## src/rtl/mem_ref_control_unit.sv

```systemverilog
// Moore control FSM sequencing fetch and execute of ld/ldi/st/halt on a bus datapath.
// Strobes decode from the current state and ir_op; memory steps wait on mem_done.
module mem_ref_control_unit #(
  parameter logic [4:0] OP_LD   = 5'b00000,
  parameter logic [4:0] OP_LDI  = 5'b00001,
  parameter logic [4:0] OP_ST   = 5'b00010,
  parameter logic [4:0] OP_HALT = 5'b11011
) (
  input  logic       clock,
  input  logic       clear,
  input  logic [4:0] ir_op,
  input  logic       mem_done,
  output logic       PCout,
  output logic       IncPC,
  output logic       MARin,
  output logic       PCin,
  output logic       IRin,
  output logic       Read,
  output logic       Write,
  output logic       MDRin,
  output logic       MDRout,
  output logic       Gra,
  output logic       Grb,
  output logic       Rin,
  output logic       Rout,
  output logic       BAout,
  output logic       Cout,
  output logic       Yin,
  output logic       Zin,
  output logic       Zlowout,
  output logic       ADD,
  output logic       run,
  output logic [3:0] present_state
);

  typedef enum logic [3:0] {
    T0   = 4'd0,
    T1   = 4'd1,
    T2   = 4'd2,
    T3   = 4'd3,
    T4   = 4'd4,
    T5   = 4'd5,
    T6   = 4'd6,
    T7   = 4'd7,
    HALT = 4'd8
  } state_t;

  state_t state;
  state_t next_state;
  logic   pc_done;
  logic   is_ld;
  logic   is_ldi;
  logic   is_st;

  assign is_ld  = (ir_op == OP_LD);
  assign is_ldi = (ir_op == OP_LDI);
  assign is_st  = (ir_op == OP_ST);

  always_comb begin
    next_state = T0;
    case (state)
      T0: next_state = T1;
      T1: next_state = mem_done ? T2 : T1;
      T2: next_state = T3;
      T3: begin
        if (is_ld || is_ldi || is_st)
          next_state = T4;
        else if (ir_op == OP_HALT)
          next_state = HALT;
        else
          next_state = T0;
      end
      T4: next_state = (is_ld || is_ldi || is_st) ? T5 : T0;
      T5: next_state = (is_ld || is_st) ? T6 : T0;
      T6: begin
        if (is_ld)
          next_state = mem_done ? T7 : T6;
        else if (is_st)
          next_state = T7;
        else
          next_state = T0;
      end
      T7: next_state = (is_st && !mem_done) ? T7 : T0;
      HALT: next_state = HALT;
      default: next_state = T0;
    endcase
  end

  // pc_done drops outside T1, so only the first cycle of each T1 visit loads the PC.
  always_ff @(posedge clock) begin
    if (clear) begin
      state   <= T0;
      pc_done <= 1'b0;
    end else begin
      state   <= next_state;
      pc_done <= (state == T1);
    end
  end

  always_comb begin
    PCout   = 1'b0;
    IncPC   = 1'b0;
    MARin   = 1'b0;
    PCin    = 1'b0;
    IRin    = 1'b0;
    Read    = 1'b0;
    Write   = 1'b0;
    MDRin   = 1'b0;
    MDRout  = 1'b0;
    Gra     = 1'b0;
    Grb     = 1'b0;
    Rin     = 1'b0;
    Rout    = 1'b0;
    BAout   = 1'b0;
    Cout    = 1'b0;
    Yin     = 1'b0;
    Zin     = 1'b0;
    Zlowout = 1'b0;
    ADD     = 1'b0;
    if (!clear) begin
      case (state)
        T0: begin
          PCout = 1'b1;
          MARin = 1'b1;
          IncPC = 1'b1;
          Zin   = 1'b1;
        end
        T1: begin
          Zlowout = 1'b1;
          PCin    = !pc_done;
          Read    = 1'b1;
          MDRin   = 1'b1;
        end
        T2: begin
          MDRout = 1'b1;
          IRin   = 1'b1;
        end
        T3: begin
          if (is_ld || is_ldi || is_st) begin
            Grb   = 1'b1;
            BAout = 1'b1;
            Yin   = 1'b1;
          end
        end
        T4: begin
          if (is_ld || is_ldi || is_st) begin
            Cout = 1'b1;
            ADD  = 1'b1;
            Zin  = 1'b1;
          end
        end
        T5: begin
          if (is_ld || is_st) begin
            Zlowout = 1'b1;
            MARin   = 1'b1;
          end else if (is_ldi) begin
            Zlowout = 1'b1;
            Gra     = 1'b1;
            Rin     = 1'b1;
          end
        end
        T6: begin
          if (is_ld) begin
            Read  = 1'b1;
            MDRin = 1'b1;
          end else if (is_st) begin
            // Read stays low so the MDR captures Ra from the bus, not memory.
            Gra   = 1'b1;
            Rout  = 1'b1;
            MDRin = 1'b1;
          end
        end
        T7: begin
          if (is_ld) begin
            MDRout = 1'b1;
            Gra    = 1'b1;
            Rin    = 1'b1;
          end else if (is_st) begin
            Write = 1'b1;
          end
        end
        default: ;
      endcase
    end
  end

  assign run           = clear || (state != HALT);
  assign present_state = state;

endmodule

```

## config.mk

```make
export PLATFORM = sky130hd
export DESIGN_NAME = mem_ref_control_unit
export DESIGN_NICKNAME = d
export VERILOG_FILES = /design/src/rtl/mem_ref_control_unit.sv
export SDC_FILE = /design/constraint.sdc
export NUM_CORES = 1
export LEC_CHECK = 0
export CAP_MARGIN = 5
export CORE_MARGIN = 1
export CORE_UTILIZATION = 41
export CTS_BUF_LIST = sky130_fd_sc_hd__clkbuf_2 sky130_fd_sc_hd__clkbuf_4 sky130_fd_sc_hd__clkbuf_8
export DETAILED_ROUTE_END_ITERATION = 8
export PLACE_DENSITY = 0.79
export SKIP_CTS_REPAIR_TIMING = 1
export SYNTH_ARGS = -nofsm -noshare
export SYNTH_HDL_FRONTEND = slang
export SYNTH_SLANG_ARGS = --single-unit
```

## constraint.sdc

```tcl
create_clock -name clock -period 2 [get_ports clock]
set_input_delay 0.4 -clock clock [delete_from_list [all_inputs] [get_ports clock]]
set_output_delay 0.4 -clock clock [all_outputs]
set_load 0.02 [all_outputs]
```

==> metrics.cfg, run 1 <==
[critical_path]
critPathTopFamily = simple AND/OR/NAND/NOR gates
crit_required_ns = 1.60
cp_max_fo = 3
worstPathArrival_ns = 1.66

[place]
place_congestion = 0.9173
dp_cells = 140

[global_route]
gr-usage-met1 = 0.3558
grt_max_degree = 13
grt_most_used_layer = met2
grt_first_pass_wirelength_mm = 3.070
grt_usage = 0.2810

[clock_tree]
cts.clk_slew.worst_paths_ns = 0.05
cts_tree = done
cts_made_buffers = 3
clockBufferDepth = 2
cts-root-buf = clkbuf_4

[die]
chip_area_mm2 = 0.001709
placementRows = 13
fp_util = 0.4643

[synthesis]
ys.flop_type = dfxtp_1
synth_flops = 5
syn_nets = 93
common_cells = nand2_1, nor2_1, buf_4, nor3_1
synth_area_um2 = 634.4
yosys_area_um2 = 634.4
synthDominantCellAreaShare = 0.1578
yosys_warnings = 0

[cells_and_area]
logic_area_um2 = 504.2
final_cell_mix = buf_4, buf_6, nand2_1, clkbuf_2
final_cells = 147

[timing]
setup_viol = 1
worst_pin_slew_ns = 0.3189
postLayoutSetupSlackWorst_ns = -0.05971

[outcome]
violations = negative setup slack
outcome = finished, violations left

[worst_hold_path]
holdCritPathClass = in2reg

[detailed_routing]
routedWlPerCell_um = 16.15
drt_first_pass_iters = 4

[run 1: per-layer routing]
metal,part of all wire,up-vias,wire [um]
li1,-,402,-
met4,0.026,0,61
met2,0.50,54,1178
met3,0.085,9,201
met1,0.39,387,932
met5,0,-,0
[run 1: metrics by stage]
stage          setup WS, ns  cell area [um2]    util  power [mW]
2_1_floorplan       -0.1361            650.6       -      0.3285
3_3_place_gp        -0.8067             1040  0.7610      0.4627
3_5_place_dp        -0.8151             1040  0.7610      0.4678
4_1_cts             -0.8434             1070  0.7830      0.6020
5_1_grt             -0.1132             1121  0.8205      0.6456
6_report           -0.05971             1121  0.8205      0.6112
[run 1: sequential cells by signal (all words and copies together), names as in the netlist]
register / cells
present_state: 4
pc_done: 1
[run 1: where the power goes]
part	internal, mW	total, mW	switching [mW]
clock	0.0893	0.136	0.0465
combinational	0.162	0.354	0.191
sequential	0.112	0.122	0.00997
[run 1: path summary, 6_finish.rpt]
kind                                             startpoint                           to  cells after the start
worst min-delay path                                  clear           pc_done$_SDFF_PP0_                      3
worst max-delay path            present_state[3]$_SDFF_PP0_                         Read                      5
worst min register to register  present_state[3]$_SDFF_PP0_  present_state[3]$_SDFF_PP0_                      3
worst max register to register  present_state[1]$_SDFF_PP0_  present_state[2]$_SDFF_PP0_                      7
[run 1: logic make-up after synthesis]
group,share of synthesized area
buffers and inverters,0.1538
and+or+nand+nor,0.4320
DFF,0.1578
xor gates and xnor gates,0.04143
AOI/OAI and AO/OA,0.2150
[run 1: layout make-up]
cell class                      instances  share of cell area
Timing Repair Buffer                   55              0.4163
Tap cell                               15             0.01674
Clock buffer                            4             0.02679
Sequential cell                         5             0.09040
Multi-Input combinational cell         68              0.4498
[run 1: tightest hold or removal path, delay by kind of cell]
kind	cells	cell delay, ns
simple gates	2	0.23
buf+inv	1	0.16
### Ports around the boundary, run 1

Pins as bars across the die edge, other pins in grey.
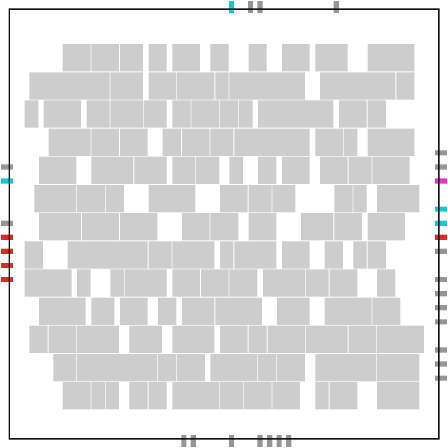
[red] `ir_op` | pins: 5 | direction: input | edge: 4 left, 1 right
[cyan] `present_state` | pins: 4 | direction: output | edge: 2 right, 1 top, 1 left
[magenta] `Read` | pins: 1 | direction: output | edge: right
all pins by edge: 14 right, 7 bottom, 7 left, 4 top

### Signal wires by layer, run 1

The bar under the picture is 10 um long.
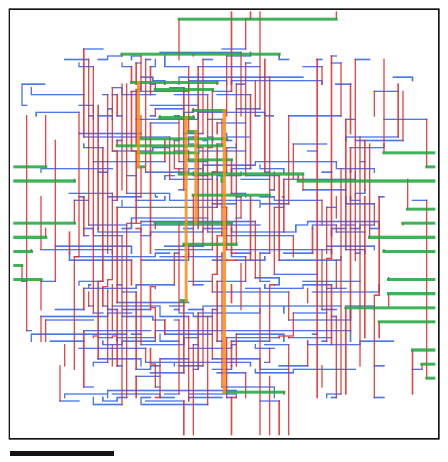
[red] metal 2 | wire length: 1180 um
[blue] metal 1 | wire length: 932 um
[orange] metal 4 | wire length: 61.9 um
[green] metal 3 | wire length: 202 um

### Clock distribution, run 1

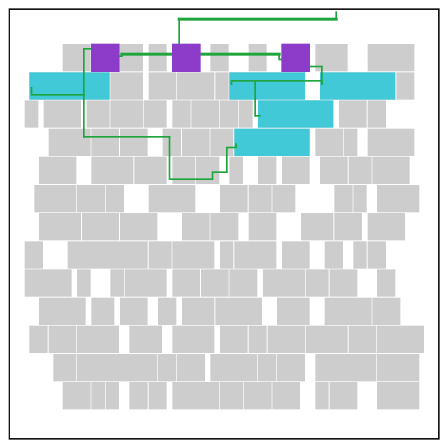
[purple] clock drivers | count: 3
[green] clock wires | length: 94.5 um
[cyan] flip-flops | count: 5
routed clock nets: 4
clock skew: 0.01034 ns
Clk pwr share: 0.222
clk pwr: 0.136 mW
Insertion Delay late pin: 0.25 ns

--- run 2 (diff from run 1) ---
- GPL_TIMING_DRIVEN: unset -> 0
==> run 2 against run 1 <==
The flow still finishes with violations (negative setup slack). Largest power group unchanged. Largest cell class unchanged. Power down 2.7%. Clock power down about 10%. Global-route usage down 3.1 points. Sequential power up 7%.
==> metrics.cfg, run 2 <==
[worst_hold_path]
holdCritPathClass = in2reg

[clock_tree]
cts-root-buf = clkbuf_4
clockBufferDepth = 2  ; unchanged
cts_tree = done
clock_latency_ns = 0.25  ; about the same
cts.clk_slew.worst_paths_ns = 0.05  ; about the same
cts_made_buffers = 3  ; unchanged

[die]
placementRows = 13  ; unchanged
fp_util = 0.4643  ; unchanged

[place]
pre_cts_ws_ns = -0.9338  ; -0.1187 ns
place_congestion = 0.8988  ; -2.0%
post_dp_cell_area_um2 = 969.7  ; -6.7%

[timing]
setup_viol = 3  ; +2
worst_pin_slew_ns = 0.5580  ; +0.2391 ns
max_freq_mhz = 484.2
fin_worst_skew_ns = 0.005309  ; -0.005035 ns
postLayoutSetupSlackWorst_ns = -0.06508  ; -0.005367 ns

[critical_path]
worstPathArrival_ns = 1.67  ; about the same
crit_required_ns = 1.60  ; about the same
critPathTopFamily = simple AND/OR/NAND/NOR gates
cp_max_fo = 4  ; +1

[synthesis]
top_area_cell = dfxtp_1
syn_nets = 93  ; unchanged
ys.flop_type = dfxtp_1
synth_area_um2 = 634.4  ; unchanged
synth_flops = 5  ; unchanged
common_cells = nand2_1, nor2_1, buf_4, nor3_1
synthDominantCellAreaShare = 0.1578  ; unchanged

[pwr]
power.total_mw = 0.5946  ; -2.7%

[global_route]
grt_usage = 0.2503  ; -0.03070
grt_max_degree = 11  ; -2

[cells_and_area]
largest_reg_flops = 4  ; unchanged
final_cell_mix = buf_4, buf_6, nor2_1, nand2_1
design_area_mm2 = 0.001125  ; +0.33%

[detailed_routing]
drt_first_pass_iters = 4  ; unchanged
drt_iter0_drc = 29
routedWlPerCell_um = 14.51  ; -10%

[outcome]
violations = negative setup slack
outcome = finished, violations left

==> run 2: cell counts after synthesis <==
Identical to the previous run, type by type.
==> run 2: power breakdown <==
part,switching (mW),internal [mW]
Clock,0.0495,0.0728
Combinational,0.181,0.160
Sequential,0.0175,0.114
==> run 2: path summary, 6_finish.rpt <==
| path | startpoint | to | slack [ns] | cells past startpoint |
|---|---|---|---|---|
| hold reg to reg | present_state[3]$_SDFF_PP0_ | present_state[2]$_SDFF_PP0_ | 0.68 | 3 |
| setup reg to reg | present_state[3]$_SDFF_PP0_ | present_state[1]$_SDFF_PP0_ | 0.55 | 5 |
| hold / removal | ir_op[3] | present_state[3]$_SDFF_PP0_ | 0.51 | 3 |
| setup / recovery | ir_op[3] | Read | -0.07 | 6 |
==> run 2: layout make-up <==
class | instances | area [um2] | area share
multi-input cells | 68 | 529.3 | 0.4705
repair buffers | 40 | 336.6 | 0.2992
plain buffers | 12 | 108.9 | 0.09677
flip-flops and latches | 5 | 103.9 | 0.09233
clock buffers | 3 | 22.52 | 0.02002
well taps | 15 | 18.77 | 0.01669
clock inverters | 1 | 5.005 | 0.004449
==> run 2: worst register-to-register path, cell delays in order (launching register included) <==
cell      delay, ns
dfxtp_2        0.34
nor4_4         0.25
nand3b_4       0.14
buf_4          0.16
or3_1          0.36
a21oi_2        0.14
==> run 2: cell families after synthesis <==
kind of cell              count (synthesis)  synth area share
DFF                                       5            0.1578
buffers and inverters                    12            0.1538
AOI/OAI and AO/OA                        20            0.2150
and+or+nand+nor                          45            0.4320
xor gates and xnor gates                  3           0.04143
==> run 2: routing by layer <==
layer / part of all wire / up-vias / global-route usage
li1: - / 396 / -
met1: 0.41 / 391 / 0.3055
met2: 0.49 / 57 / 0.4297
met3: 0.087 / 2 / 0.07979
met4: 0.0067 / 0 / 0.04839
met5: 0 / - / 0
### Ports around the boundary, run 2

Pins as bars across the die edge, other pins in grey.
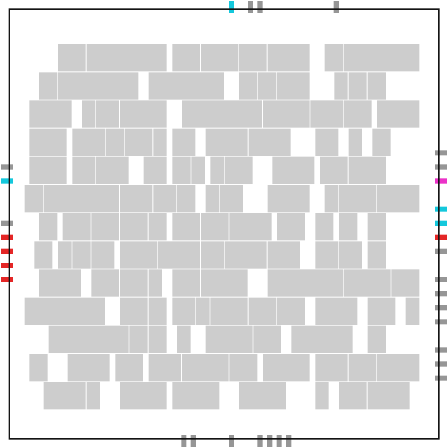
[magenta] `Read` | pins: 1 | direction: output | edge: right
[red] `ir_op` | pins: 5 | direction: input | edge: 4 left, 1 right
[cyan] `present_state` | pins: 4 | direction: output | edge: 2 right, 1 top, 1 left
all pins by edge: 14 right, 7 bottom, 7 left, 4 top

### I/O nets highlighted, run 2

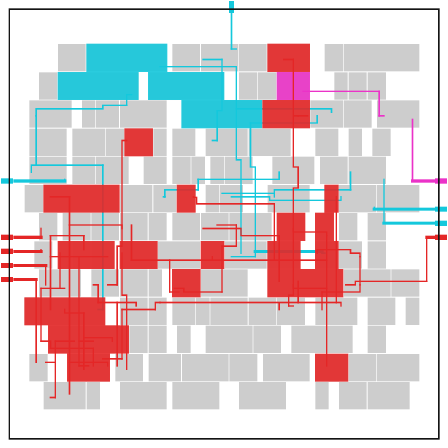
[magenta] `Read` | bits: 1 | direction: output | edge: right | end cells: 1 | buffers: 1 | wire: 18.2 um
[cyan] `present_state` | bits: 4 | direction: output | edge: 2 right, 1 top, 1 left | end cells: 4 | buffers: 4 | wire: 177 um
[red] `ir_op` | bits: 5 | direction: input | edge: 4 left, 1 right | end cells: 21 | buffers: 13 | wire: 343 um
I/O Buffers: 30
I/O pin total: 32

--- run 3 (diff from run 2) ---
==> constraint.sdc (replaced) <==
create_clock -name clock -period 2 [get_ports clock]
set_input_delay 0.4 -clock clock [delete_from_list [all_inputs] [get_ports clock]]
set_output_delay 0.4 -clock clock [all_outputs]
set_load 0.005 [all_outputs]
==> run 3 against run 2 <==
Largest power group unchanged. Power is 1.7% lower. Wire length increased by 15%. Critical endpoint unchanged. The flow still finishes with violations (negative setup slack). Final area up 9.0%. Highest routed layer unchanged. Combinational power shrank 6.2%. Worst hold slack better by 0.019 ns. Sequential power about the same.
==> metrics.cfg, run 3 <==
[outcome]
outcome = finished, violations left
violations = negative setup slack

[die]
fp_util = 0.4643  ; unchanged

[clock_tree]
cts_tree = done
cts.clk_slew.worst_paths_ns = 0.04  ; about the same

[critical_path]
cp_max_fo = 4  ; unchanged
critPathTopFamily = simple AND/OR/NAND/NOR gates
path_depth = 7  ; +1
crit_end = Read

[pwr]
comb_power_mw = 0.320  ; -6.2%
power.total_mw = 0.5847  ; -1.7%
clockPowerShare = 0.226  ; +0.020
power.share.sequential = 0.226  ; +0.005
combPwrFrac = 0.547  ; -0.027

[synthesis]
syn_nets = 93  ; unchanged
top_area_cell = dfxtp_1
yosys.area_share.aoi = 0.2150  ; unchanged
synth_area_um2 = 634.4  ; unchanged
ys_sh_adder = 0  ; unchanged

[place]
portBuffers = 30  ; unchanged

[timing]
postLayoutSetupSlackWorst_ns = -0.2467  ; -0.1816 ns
worst_pin_slew_ns = 0.3070  ; -0.2510 ns
setup_viol = 6  ; +3

[cells_and_area]
final_cell_mix = buf_4, dlymetal6s2s_1, buf_6

[worst_hold_path]
holdCritPathClass = in2reg

==> run 3: cell families after synthesis <==
group / after synthesis
AND/OR/NAND/NOR: 45
AND-OR/OR-AND: 20
buffers and inverters: 12
flip-flops: 5
XOR/XNOR: 3
==> run 3: through the flow <==
stage	setup TNS (ns)	std cells	cell area, um2
final	-0.6540	146	1226
after global routing	-1.119	146	1226
after CTS	-11.84	134	983.4
after detailed placement	-11.38	130	953.4
after global placement	-10.56	130	953.4
after floorplan	0	85	634.4
==> run 3: worst min path at each step <==
stage                                start                          end  slack (ns)
2_1_floorplan                     ir_op[3]  present_state[3]$_SDFF_PP0_        0.54
3_3_place_gp   present_state[1]$_SDFF_PP0_  present_state[1]$_SDFF_PP0_        0.71
3_5_place_dp   present_state[3]$_SDFF_PP0_  present_state[2]$_SDFF_PP0_        0.70
4_1_cts        present_state[1]$_SDFF_PP0_  present_state[1]$_SDFF_PP0_        0.71
5_1_grt                           ir_op[3]  present_state[3]$_SDFF_PP0_        0.56
6_report                          ir_op[3]  present_state[3]$_SDFF_PP0_        0.53
==> run 3: per-layer routing <==
metal  track usage  part of all wire
met4      0.008065             0.021
met5             0                 0
met1        0.3195              0.39
met2        0.4180              0.52
met3       0.06383             0.068
==> run 3: tightest hold or removal path, stage by stage <==
cell,delay (ns)
clkbuf_2,0.17
a21oi_1,0.09
nor2_1,0.08
==> run 3: cell type report <==
type / count / area, um2 / area share
well taps: 15 / 18.77 / 0.01531
multi-input cells: 68 / 561.8 / 0.4582
flip-flops and latches: 5 / 103.9 / 0.08469
clock buffers: 4 / 30.03 / 0.02449
plain buffers: 12 / 117.6 / 0.09592
repair buffers: 42 / 394.1 / 0.3214
### I/O nets highlighted, run 3

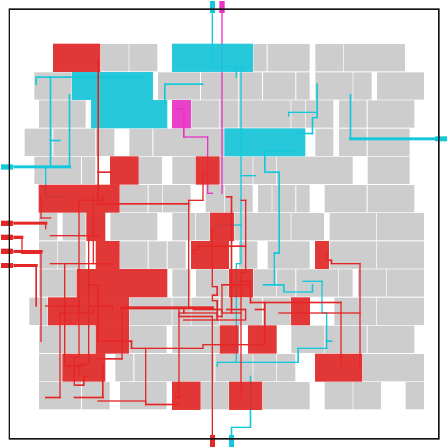
[red] `ir_op` | bits: 5 | direction: input | edge: 4 left, 1 bottom | end cells: 21 | buffers: 11 | wire: 353 um
[cyan] `present_state` | bits: 4 | direction: output | edge: 1 bottom, 1 right, 1 top, 1 left | end cells: 4 | buffers: 4 | wire: 162 um
[magenta] `Read` | bits: 1 | direction: output | edge: top | end cells: 1 | buffers: 1 | wire: 29.4 um

### Placed standard cells, run 3

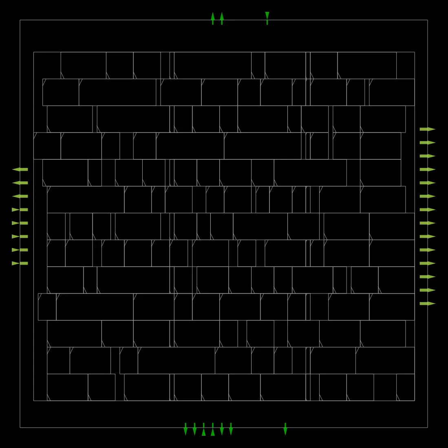
Layout Cells excl Fill: 146
Finished Core Util: 0.8974
flip-flops: 5
num rows: 13

No activity file was given, so power comes from the tool's default toggle rates.
